### src/rtl/rgb_to_luma.sv
// ============================================================================
// Module      : rgb_to_luma
// Description : RGB888 to 8-bit luma converter with 3-clk matched sync
//               delay, frame-start gating and per-frame geometry checking.
//               Optional frame statistics ports: RGB_TO_LUMA_STATS_EN.
// Revision    : 1.0 - initial release
// ============================================================================
`default_nettype none

module rgb_to_luma #(
    parameter int MAX_COLS = 1600,
    parameter int MAX_ROWS = 900
) (
    input  logic        clk,
    input  logic        rst,
    input  logic [7:0]  r_i,
    input  logic [7:0]  g_i,
    input  logic [7:0]  b_i,
    input  logic        dv_i,
    input  logic        hs_i,
    input  logic        vs_i,
    output logic [7:0]  y_o,
    output logic        dv_o,
    output logic        hs_o,
    output logic        vs_o,
    output logic        err_o
`ifdef RGB_TO_LUMA_STATS_EN
    ,
    output logic [10:0] frame_cols_o,
    output logic [9:0]  frame_rows_o
`endif
);

    localparam logic [10:0] C_MAX_COLS = 11'(MAX_COLS);
    localparam logic [9:0]  C_MAX_ROWS = 10'(MAX_ROWS);

    typedef enum logic [0:0] {
        SYNC_WAIT = 1'b0,
        RUN       = 1'b1
    } state_t;

    state_t       state_q;

    logic         vs_dly_q;
    logic         hs_dly_q;
    logic         w_vs_rise;
    logic         w_hs_rise;
    logic         w_dv_ok;

    // ------------------------------------------------------------------
    // Edge detection and input-side dv gating
    // ------------------------------------------------------------------
    assign w_vs_rise = vs_i & ~vs_dly_q;
    assign w_hs_rise = hs_i & ~hs_dly_q;
    // A pixel sampled on the frame-start clock already belongs to the new frame.
    assign w_dv_ok   = dv_i & ((state_q == RUN) | w_vs_rise);

    always_ff @(posedge clk) begin
        if (rst) begin
            vs_dly_q <= 1'b0;
            hs_dly_q <= 1'b0;
        end else begin
            vs_dly_q <= vs_i;
            hs_dly_q <= hs_i;
        end
    end

    always_ff @(posedge clk) begin
        if (rst) begin
            state_q <= SYNC_WAIT;
        end else begin
            case (state_q)
                SYNC_WAIT: if (w_vs_rise) state_q <= RUN;
                RUN:       state_q <= RUN;
                default:   state_q <= SYNC_WAIT;
            endcase
        end
    end

    // ------------------------------------------------------------------
    // Data pipeline: products -> rounded sum -> luma
    // ------------------------------------------------------------------
    logic [14:0] p_r_q;
    logic [15:0] p_g_q;
    logic [12:0] p_b_q;
    logic [16:0] sum_q;
    logic [7:0]  y_q;
    logic        dv1_q;
    logic        dv2_q;
    logic        dv3_q;
    logic [2:0]  hs_sr_q;
    logic [2:0]  vs_sr_q;

    logic [14:0] w_p_r;
    logic [15:0] w_p_g;
    logic [12:0] w_p_b;
    logic [16:0] w_sum;
    logic [7:0]  w_y;

    assign w_p_r = 15'(r_i) * 15'd77;
    assign w_p_g = 16'(g_i) * 16'd150;
    assign w_p_b = 13'(b_i) * 13'd29;
    assign w_sum = 17'(p_r_q) + 17'(p_g_q) + 17'(p_b_q) + 17'd128;
    // Sum peaks at 65408, so the top byte of the 16 LSBs never needs clipping.
    assign w_y   = 8'(sum_q >> 8);

    always_ff @(posedge clk) begin
        if (rst) begin
            p_r_q   <= '0;
            p_g_q   <= '0;
            p_b_q   <= '0;
            sum_q   <= '0;
            y_q     <= '0;
            dv1_q   <= 1'b0;
            dv2_q   <= 1'b0;
            dv3_q   <= 1'b0;
            hs_sr_q <= '0;
            vs_sr_q <= '0;
        end else begin
            dv1_q   <= w_dv_ok;
            dv2_q   <= dv1_q;
            dv3_q   <= dv2_q;
            hs_sr_q <= {hs_sr_q[1:0], hs_i};
            vs_sr_q <= {vs_sr_q[1:0], vs_i};
            if (dv_i) begin
                p_r_q <= w_p_r;
                p_g_q <= w_p_g;
                p_b_q <= w_p_b;
            end
            if (dv1_q) begin
                sum_q <= w_sum;
            end
            if (dv2_q) begin
                y_q <= w_y;
            end
        end
    end

    assign y_o  = y_q;
    assign dv_o = dv3_q;
    assign hs_o = hs_sr_q[2];
    assign vs_o = vs_sr_q[2];

    // ------------------------------------------------------------------
    // Geometry counters and sticky error
    // ------------------------------------------------------------------
    logic [10:0] col_q;
    logic [10:0] col_d;
    logic [9:0]  row_q;
    logic [9:0]  row_d;
    logic        err_q;
    logic        err_d;
    logic        w_line_open;

    assign w_line_open = (col_q != 11'd0);

    always_comb begin
        col_d = col_q;
        row_d = row_q;
        err_d = err_q;
        if (w_vs_rise) begin
            col_d = '0;
            row_d = '0;
            err_d = 1'b0;
        end else if (state_q == RUN) begin
            if (w_hs_rise) begin
                col_d = dv_i ? 11'd1 : 11'd0;
                // Empty lines (blanking hs pulses) do not count as rows.
                if (w_line_open) begin
                    if (row_q == C_MAX_ROWS) begin
                        err_d = 1'b1;
                    end else begin
                        row_d = row_q + 10'd1;
                    end
                end
            end else if (dv_i) begin
                if (col_q == C_MAX_COLS) begin
                    err_d = 1'b1;
                end else begin
                    col_d = col_q + 11'd1;
                end
            end
        end
    end

    always_ff @(posedge clk) begin
        if (rst) begin
            col_q <= '0;
            row_q <= '0;
            err_q <= 1'b0;
        end else begin
            col_q <= col_d;
            row_q <= row_d;
            err_q <= err_d;
        end
    end

    assign err_o = err_q;

`ifdef RGB_TO_LUMA_STATS_EN
    // ------------------------------------------------------------------
    // Frame statistics latched at each frame start
    // ------------------------------------------------------------------
    logic [10:0] last_cols_q;
    logic [10:0] frame_cols_q;
    logic [9:0]  frame_rows_q;

    always_ff @(posedge clk) begin
        if (rst) begin
            last_cols_q  <= '0;
            frame_cols_q <= '0;
            frame_rows_q <= '0;
        end else if (w_vs_rise) begin
            last_cols_q <= '0;
            if (state_q == RUN) begin
                // An unterminated line at frame end still counts as a row.
                frame_cols_q <= w_line_open ? col_q : last_cols_q;
                frame_rows_q <= row_q + {9'd0, w_line_open};
            end
        end else if ((state_q == RUN) && w_hs_rise && w_line_open) begin
            last_cols_q <= col_q;
        end
    end

    assign frame_cols_o = frame_cols_q;
    assign frame_rows_o = frame_rows_q;
`endif

endmodule

`default_nettype wire
### config.mk
export PLATFORM = sky130hd
export DESIGN_NAME = rgb_to_luma
export DESIGN_NICKNAME = d
export VERILOG_FILES = /design/src/rtl/rgb_to_luma.sv
export SDC_FILE = /design/constraint.sdc
export NUM_CORES = 1
export LEC_CHECK = 0
export CAP_MARGIN = 15
export CORE_AREA = 8 8 137 139
export DETAILED_ROUTE_END_ITERATION = 8
export DIE_AREA = 0 0 145 147
export PLACE_DENSITY_LB_ADDON = 0.08
export SLEW_MARGIN = 10
export SYNTH_ARGS = -nofsm -noshare
export SYNTH_HDL_FRONTEND = slang
export SYNTH_SLANG_ARGS = --single-unit
### constraint.sdc
create_clock -name clk -period 4.8 [get_ports clk]
set_clock_uncertainty 0.1 [all_clocks]
set_input_delay 0.48 -clock clk [delete_from_list [all_inputs] [get_ports clk]]
set_output_delay 0.48 -clock clk [all_outputs]
set_load 0.01 [all_outputs]
Fig. 1: the metal 4 layer
Bar = 50 um. Supply wires on this layer in gray. Cells faint in the background.
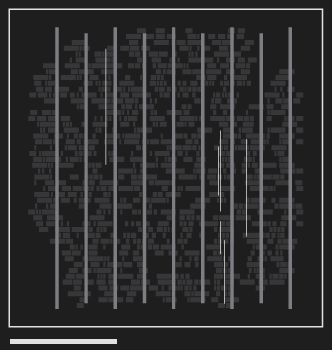
nets with wire on the layer	6
longest straight run	53.7 um
main direction	vertical
DR vias: 5559
drt total wl: 14.8 mm

Fig. 2: signal wires on met1
Supply wires on this layer in gray.
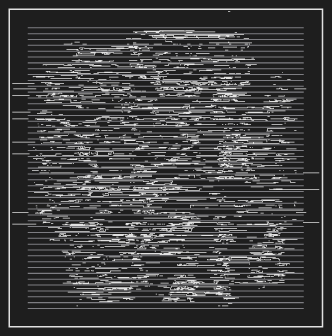
main direction	horizontal
longest straight run	38.2 um
GR Util met1: 0.179

Fig. 3: met3 routing
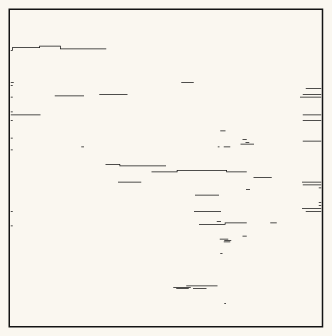
share of all routed wire	2.6%
nets with wire on the layer	42
wire length on this layer	388 um
main direction	horizontal
met3 usage: 0.0292

Fig. 4: the metal 2 layer
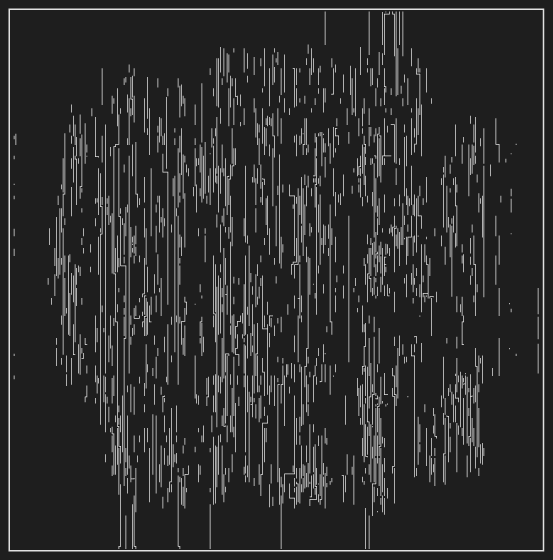
nets with wire on the layer	868
longest straight run	67.7 um
GR Util met2: 0.251

Fig. 5: clock wiring as the flow saved it
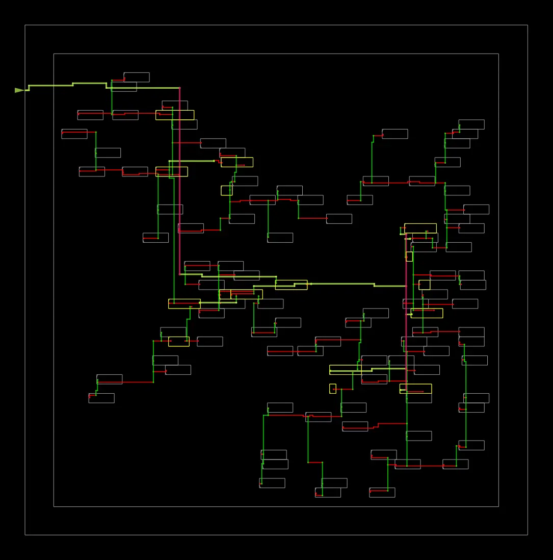
Insertion Delay late pin: 0.34 ns
Clock net power: 0.730 mW
CLK BUF: 9

==> results.tsv <==
metric	value	unit
max_cap viols	0	
max layer used	met4	
# setup viols final	0	
Root Buffer	clkbuf_16	
Setup Fix Bufs, Post-CTS	0	
clk sinks	91	
fin cells	1079	
final hold viol count	0	
non-clock buffer share of cell area	0.0509	
Core ar.	16800	um^2
Critical Path End Type	flop	
XORs/XNORs by Area	0.0370	
Static Leak	3.78	nW
dpl cells	1063	
top-count cell post-synth	ha_1	
run status	finished clean	
DRC violations left	0	
Seq/total area	0.221	
final-layout fill cell count	1623	
Post-Synthesis Cells	819	
Tot Pwr	2.96	mW
Clk pin slew, worst setup/hold paths	0.08	ns
Syn. warnings	0	
# diodes	0	
cts bufs inserted	9	
mi-comb count	586	
IO Pins	41	
Horiz. Die Dim	145	um
detailed router's first-iteration violation count	247	
max-slew violations	0	
Worst Hold End	vs_sr_q[2]$_SDFF_PP0_	
vias in the first global route	5667	
Flop area	1820	um^2
largest cells by area after synthesis	dfxtp_1 25%, ha_1 22%, fa_1 10%	
WS Path Type	input pin to flop	
Initial Util	0.438	
routed len/inst	13.8	um
Post-synth top cells	129 x ha_1, 117 x inv_1, 91 x dfxtp_1, 77 x nor2_1, 38 x fa_1	
non-clock buffer count	44	
crit path to	p_r_q[12]$_SDFFE_PP0P_	
worst r2r src	p_r_q[3]$_SDFFE_PP0P_	
critical path cell sequence	clkdlybuf4s50_1, ha_1, ha_1, inv_1, fa_1, fa_1, inv_1, ha_1, o21ai_0, nand2b_1, a31o_2, mux2_4, a311o_1	
fmax	251	MHz
Synth Seq Share	0.248	
HP Start	vs_sr_q[1]$_SDFF_PP0_	
Congestion Overflow GR	0	
Seq Cell Count	91	
Logic area	4980	um^2
main flop type	dfxtp_1	
Inverters	117	
Slew @ Worst Pin	0.669	ns
final core occ	0.492	
Dominant cell area share	0.248	
CP delay by family, top	adder cells	
Slowest cell on crit path	clkdlybuf4s50_1	
Main logic family	adder cells	
slew margin rel.	0.554	
pin count of the biggest net entering global routing	48	
DR vias/cell	5.15	
Buf+Inv Stages, Crit Path	3	
Post-Synthesis Cell Area	7350	um^2
VDD IR max	0.224	mV
yosys adder share	0.323	
final hold slack	0.322	ns
R2R setup slack	1.65	ns
share of layout cells above drive strength 1	0.0468	
crit path launch type	input pin	
==> state kept, by name, summed over array words and instances (netlist names), 3 cells and up <==
signal and count:
p_g_q 15, hs_sr_q 3, row_q 10, sum_q 8, p_r_q 15, vs_sr_q 3, p_b_q 13, col_q 11
y_o 8
==> power by group <==
part | internal (mW) | switching (mW) | leakage (nW)
logic | 0.591 | 0.755 | 2.88
clock network | 0.412 | 0.318 | 0.153
registers | 0.838 | 0.0513 | 0.744
total | 1.84 | 1.12 | 3.78
==> per-stage QoR <==
step	setup WS [ns]	cell area, um^2
floorplan	1.12	7350
global placement	0.475	7940
detailed placement	0.450	7940
CTS	0.820	8250
global route	0.662	8250
finish	0.811	8250
No activity file was given, so power comes from the tool's default toggle rates.
